===== src/rtl/seq_alu_pkg.sv =====
// Shared opcodes, FSM state type and flag bit positions for the sequential ALU.
package seq_alu_pkg;

  localparam logic [3:0] OP_ADD = 4'b0000;
  localparam logic [3:0] OP_SUB = 4'b0001;
  localparam logic [3:0] OP_MUL = 4'b0010;
  localparam logic [3:0] OP_DIV = 4'b0011;
  localparam logic [3:0] OP_AND = 4'b0100;
  localparam logic [3:0] OP_OR  = 4'b0101;
  localparam logic [3:0] OP_NA  = 4'b0110;
  localparam logic [3:0] OP_NB  = 4'b0111;
  localparam logic [3:0] OP_SQA = 4'b1000;
  localparam logic [3:0] OP_SQB = 4'b1001;
  localparam logic [3:0] OP_LT  = 4'b1010;
  localparam logic [3:0] OP_EQ  = 4'b1011;
  localparam logic [3:0] OP_GT  = 4'b1100;

  typedef enum logic [1:0] {
    IDLE = 2'd0,
    BUSY = 2'd1,
    DONE = 2'd2
  } state_e;

  localparam int FLAG_W    = 5;
  localparam int FLAG_ZERO = 0;
  localparam int FLAG_CB   = 1;
  localparam int FLAG_DZ   = 2;
  localparam int FLAG_ERR  = 3;
  localparam int FLAG_SAT  = 4;

  function automatic logic is_iter_op(input logic [3:0] op);
    return (op == OP_MUL) || (op == OP_DIV) || (op == OP_SQA) || (op == OP_SQB);
  endfunction

endpackage


===== src/rtl/seq_alu_iter.sv =====
// W-cycle engine shared by shift-add multiply and restoring divide.
// The {hi,lo} register pair is the product in MUL mode and {remainder,quotient} in DIV mode.
module seq_alu_iter #(
  parameter int W  = 4,
  parameter int CW = $clog2(W) + 1
) (
  input  logic           clk,
  input  logic           rst,
  input  logic           start_i,
  input  logic           div_mode_i,
  input  logic [W-1:0]   opa_i,
  input  logic [W-1:0]   opb_i,
  output logic [2*W-1:0] res_o,
  output logic [W-1:0]   rem_o,
  output logic           done_o
);

  logic [W-1:0]  hi_q, hi_d;
  logic [W-1:0]  lo_q, lo_d;
  logic [W-1:0]  opb_q;
  logic          div_q;
  logic          run_q;
  logic [CW-1:0] cnt_q;

  logic [W:0] sum;
  logic [W:0] shifted;
  logic [W:0] trial;

  always_comb begin
    sum     = {1'b0, hi_q} + (lo_q[0] ? {1'b0, opb_q} : '0);
    shifted = {hi_q, lo_q[W-1]};
    trial   = shifted - {1'b0, opb_q};
    if (div_q) begin
      // trial[W] set means the divisor did not fit: restore the shifted value
      hi_d = trial[W] ? shifted[W-1:0] : trial[W-1:0];
      lo_d = {lo_q[W-2:0], ~trial[W]};
    end else begin
      hi_d = sum[W:1];
      lo_d = {sum[0], lo_q[W-1:1]};
    end
  end

  always_ff @(posedge clk) begin
    if (rst) begin
      hi_q  <= '0;
      lo_q  <= '0;
      opb_q <= '0;
      div_q <= 1'b0;
      run_q <= 1'b0;
      cnt_q <= '0;
    end else if (start_i) begin
      hi_q  <= '0;
      lo_q  <= opa_i;
      opb_q <= opb_i;
      div_q <= div_mode_i;
      run_q <= 1'b1;
      cnt_q <= CW'(W);
    end else if (run_q) begin
      hi_q  <= hi_d;
      lo_q  <= lo_d;
      cnt_q <= cnt_q - CW'(1);
      if (cnt_q == CW'(1)) run_q <= 1'b0;
    end
  end

  // Results come from the final step's next-state so the caller can register them on that edge.
  assign done_o = run_q && (cnt_q == CW'(1));
  assign res_o  = div_q ? {{W{1'b0}}, lo_d} : {hi_d, lo_d};
  assign rem_o  = div_q ? hi_d : '0;

endmodule


===== src/rtl/seq_alu.sv =====
// Sequential ALU top: handshake FSM, single-cycle ops, result/flag registers.
// Define SEQ_ALU_SAT_EN to make ADD/SUB saturate to W bits.
//
// state | meaning
// IDLE  | in_ready=1, waiting for a request
// BUSY  | iterative MUL/DIV/SQA/SQB running in seq_alu_iter
// DONE  | out_valid=1, result and flags held until out_ready
module seq_alu
  import seq_alu_pkg::*;
#(
  parameter int W  = 4,
  parameter int CW = $clog2(W) + 1
) (
  input  logic              clk,
  input  logic              rst,
  input  logic              in_valid,
  output logic              in_ready,
  input  logic [3:0]        op,
  input  logic [W-1:0]      a,
  input  logic [W-1:0]      b,
  output logic              out_valid,
  input  logic              out_ready,
  output logic [2*W-1:0]    result,
  output logic [W-1:0]      rem,
  output logic [FLAG_W-1:0] flags
);

  state_e              state_q, state_d;
  logic [2*W-1:0]      result_q, result_d;
  logic [W-1:0]        rem_q, rem_d;
  logic [FLAG_W-1:0]   flags_q, flags_d;
  logic                dz_q, dz_d;

  logic                accept;
  logic [W:0]          add_s;
  logic [2*W-1:0]      sc_res;
  logic [FLAG_W-1:0]   sc_flags;

  logic                iter_start;
  logic                iter_div;
  logic [W-1:0]        iter_a, iter_b;
  logic [2*W-1:0]      iter_res;
  logic [W-1:0]        iter_rem;
  logic                iter_done;

  assign in_ready  = (state_q == IDLE);
  assign out_valid = (state_q == DONE);
  assign accept    = in_valid && in_ready;

  always_comb begin
    sc_res   = '0;
    sc_flags = '0;
    add_s    = {1'b0, a} + {1'b0, b};
    case (op)
      OP_ADD: begin
        sc_res[W:0]       = add_s;
        sc_flags[FLAG_CB] = add_s[W];
`ifdef SEQ_ALU_SAT_EN
        if (add_s[W]) begin
          sc_res             = '0;
          sc_res[W-1:0]      = '1;
          sc_flags[FLAG_SAT] = 1'b1;
        end
`endif
      end
      OP_SUB: begin
        sc_res            = {{W{1'b0}}, a} - {{W{1'b0}}, b};
        sc_flags[FLAG_CB] = (a < b);
`ifdef SEQ_ALU_SAT_EN
        if (a < b) begin
          sc_res             = '0;
          sc_flags[FLAG_SAT] = 1'b1;
        end
`endif
      end
      OP_AND: sc_res[W-1:0] = a & b;
      OP_OR:  sc_res[W-1:0] = a | b;
      OP_NA:  sc_res[W-1:0] = ~a;
      OP_NB:  sc_res[W-1:0] = ~b;
      OP_LT:  if (a < b)  sc_res = '1;
      OP_EQ:  if (a == b) sc_res = '1;
      OP_GT:  if (a > b)  sc_res = '1;
      OP_MUL, OP_DIV, OP_SQA, OP_SQB: ;
      default: sc_flags[FLAG_ERR] = 1'b1;
    endcase
    sc_flags[FLAG_ZERO] = (sc_res == '0);
  end

  // Squares reuse the multiplier with the selected operand on both inputs.
  always_comb begin
    iter_a   = a;
    iter_b   = b;
    iter_div = (op == OP_DIV);
    if (op == OP_SQA) iter_b = a;
    if (op == OP_SQB) iter_a = b;
  end

  seq_alu_iter #(.W(W), .CW(CW)) u_iter (
    .clk        (clk),
    .rst        (rst),
    .start_i    (iter_start),
    .div_mode_i (iter_div),
    .opa_i      (iter_a),
    .opb_i      (iter_b),
    .res_o      (iter_res),
    .rem_o      (iter_rem),
    .done_o     (iter_done)
  );

  always_comb begin
    state_d    = state_q;
    result_d   = result_q;
    rem_d      = rem_q;
    flags_d    = flags_q;
    dz_d       = dz_q;
    iter_start = 1'b0;
    case (state_q)
      IDLE: begin
        if (accept) begin
          if (is_iter_op(op)) begin
            state_d    = BUSY;
            iter_start = 1'b1;
            dz_d       = (op == OP_DIV) && (b == '0);
          end else begin
            state_d  = DONE;
            result_d = sc_res;
            rem_d    = '0;
            flags_d  = sc_flags;
          end
        end
      end
      BUSY: begin
        if (iter_done) begin
          state_d            = DONE;
          result_d           = iter_res;
          rem_d              = iter_rem;
          flags_d            = '0;
          flags_d[FLAG_ZERO] = (iter_res == '0);
          flags_d[FLAG_DZ]   = dz_q;
        end
      end
      DONE: if (out_ready) state_d = IDLE;
      default: state_d = IDLE;
    endcase
  end

  always_ff @(posedge clk) begin
    if (rst) begin
      state_q  <= IDLE;
      result_q <= '0;
      rem_q    <= '0;
      flags_q  <= '0;
      dz_q     <= 1'b0;
    end else begin
      state_q  <= state_d;
      result_q <= result_d;
      rem_q    <= rem_d;
      flags_q  <= flags_d;
      dz_q     <= dz_d;
    end
  end

  assign result = result_q;
  assign rem    = rem_q;
  assign flags  = flags_q;

endmodule


===== config.mk =====
export PLATFORM = sky130hd
export DESIGN_NAME = seq_alu
export DESIGN_NICKNAME = d
export VERILOG_FILES = /design/src/rtl/seq_alu_pkg.sv /design/src/rtl/seq_alu_iter.sv /design/src/rtl/seq_alu.sv
export SDC_FILE = /design/constraint.sdc
export NUM_CORES = 1
export LEC_CHECK = 0
export CAP_MARGIN = 15
export CORE_MARGIN = 4
export CORE_UTILIZATION = 37
export DETAILED_ROUTE_END_ITERATION = 8
export GPL_TIMING_DRIVEN = 0
export PLACE_DENSITY = 0.66
export REMOVE_ABC_BUFFERS = 1
export SYNTH_ARGS = -nofsm -noshare
export SYNTH_HDL_FRONTEND = slang
export SYNTH_SLANG_ARGS = --single-unit

===== constraint.sdc =====
create_clock -name clk -period 6.85 [get_ports clk]
set_input_delay 1.37 -clock clk [delete_from_list [all_inputs] [get_ports clk]]
set_output_delay 1.37 -clock clk [all_outputs]
set_load 0.005 [all_outputs]

==> images/registers.png <==
Bar = 20 um.
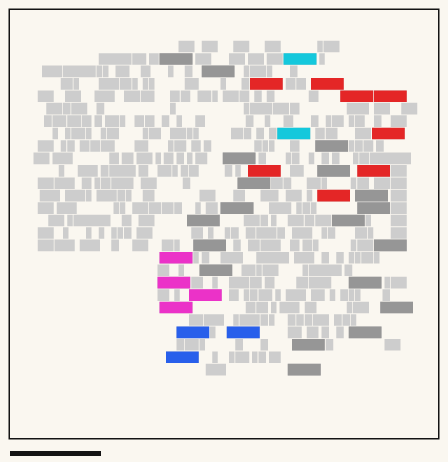
blue -> u_iter.cnt_q  # placed flops 3
magenta -> u_iter.opb_q  # placed flops 4
cyan -> state_q  # placed flops 2
red -> result  # placed flops 8, where north-east

==> images/pdn.png <==
Bar = 20 um. Pins as bars on the die edge. Tap cells in grey.
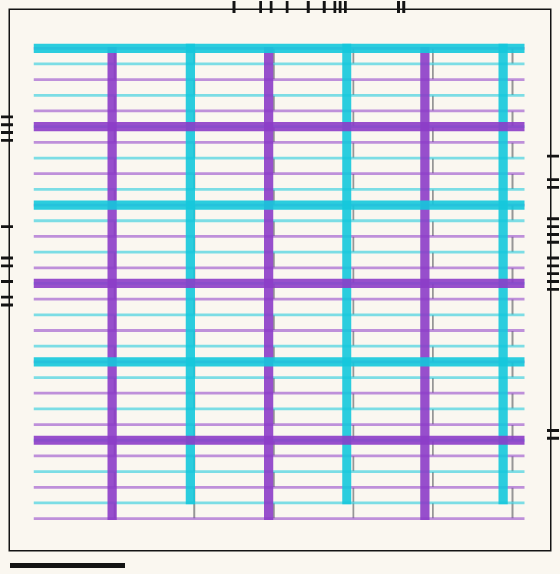
purple -> VSS
cyan -> VDD
tap cells = 96
met5 straps = 6
rows = 30
met1 rails = 31
met4 straps = 6

==> images/density.png <==
Bar = 20 um. 9 x 9 tiles, from white (low) to dark blue (high), 0 to 100% covered.
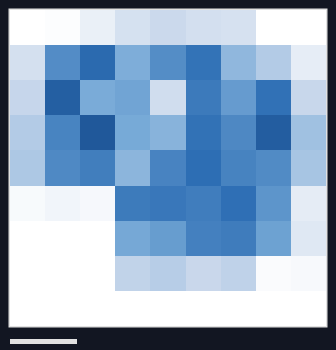
mean over tiles = 35%
emptiest ninth of the die = south-west
fullest tile = 84%

==> images/port_nets.png <==
Bar = 20 um.
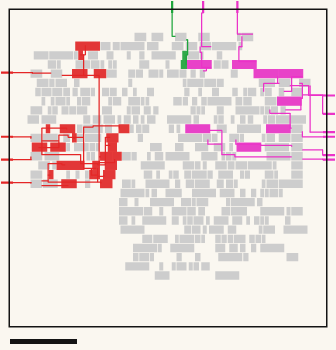
magenta -> result  # direction output, edge 6 east, 2 north, end cells 8, buffers 8, wire 219 um
green -> in_valid  # direction input, edge north, end cells 2, buffers 1, wire 17.0 um
red -> b  # direction input, edge west, end cells 23, buffers 4, wire 232 um
I/O pin count: 35
IO Port Bufs: 33

==> impl_metrics.yaml <==
# synthesis and place-and-route metrics
sta:
  worstMarginPinSlew_ps: 1094
  post-route-min-period_ps: 4085
  period_used_pct: 59.64
  fin_ws_ps: 2765
  final-setup-viol-count: 0
  holdWs_ps: 450.2
synthesis:
  syn_avg_cell_area_um2: 7.896
  synth.distinct_cells: 51
  yosys-top-cells-count: "39 x nor2_1, 36 x dfxtp_1, 29 x nand2_1, 27 x a21oi_1"
  xor_area_share_pct: 3.224
  area_leaders: "dfxtp_1 27%, ha_1 10%, mux2i_1 5.5%"
  synthArstFlopShare_pct: 0
  top_area_share_pct: 26.53
  edf_count: 0
  mux_share_pct: 6.771
  yosysChipArea_mm2: 0.002716
power:
  p_comb_share_pct: 27.4
  top_power_group: "sequential cells"
  pg_clk_uw: 145
  seqPwrFrac_pct: 44.8
  power_frac_clock_pct: 27.9
routing:
  drc: 0
cts:
  cts_max_level: 2
  ctsRootBufferMaster: "clkbuf_8"
  cts_tree: "built"
layout:
  final_nets: 407
  fin_util_pct: 45.69
  area_share_nonclk_buffers_pct: 11.20
  comb_share_pct: 57.14
run_status:
  status: "complete, no violations"
setup_path:
  cp_data_required_time_ps: 7070
  arrival_ps: 4310
hold_path:
  hold_class: "reg -> reg"
placement:
  dp_hpwl_mm: 5.178
run:
  warning_count: 34
global_routing:
  grt_util_all_layers_pct: 15.95
## metal layers
metal | global-route usage (%) | wire length, um | up-vias
met5 | 0 | 0 | -
met4 | 5.415 | 124 | 0
met3 | 3.045 | 374 | 10
met2 | 23.95 | 3011 | 71
met1 | 22.72 | 3244 | 1168
li1 | - | - | 1253
## final timing paths
check	slack (ps)	end	startpoint	cells after the start
min reg2reg	450	rem[3]	rem[3]	2
min	450	rem[3]	rem[3]	2
max reg2reg	4170	result[0]	u_iter.lo_q[3]	10
max	2760	flags[0]	a[1]	9
## state kept, by name, indices dropped and copies added, names as in the netlist
register      cells
dz_q              1
flags             4
rem               4
result            8
state_q           2
u_iter.cnt_q      3
u_iter.div_q      1
u_iter.hi_q       4
u_iter.lo_q       4
u_iter.opb_q      4
u_iter.run_q      1
Power and IR drop assume default switching activity.
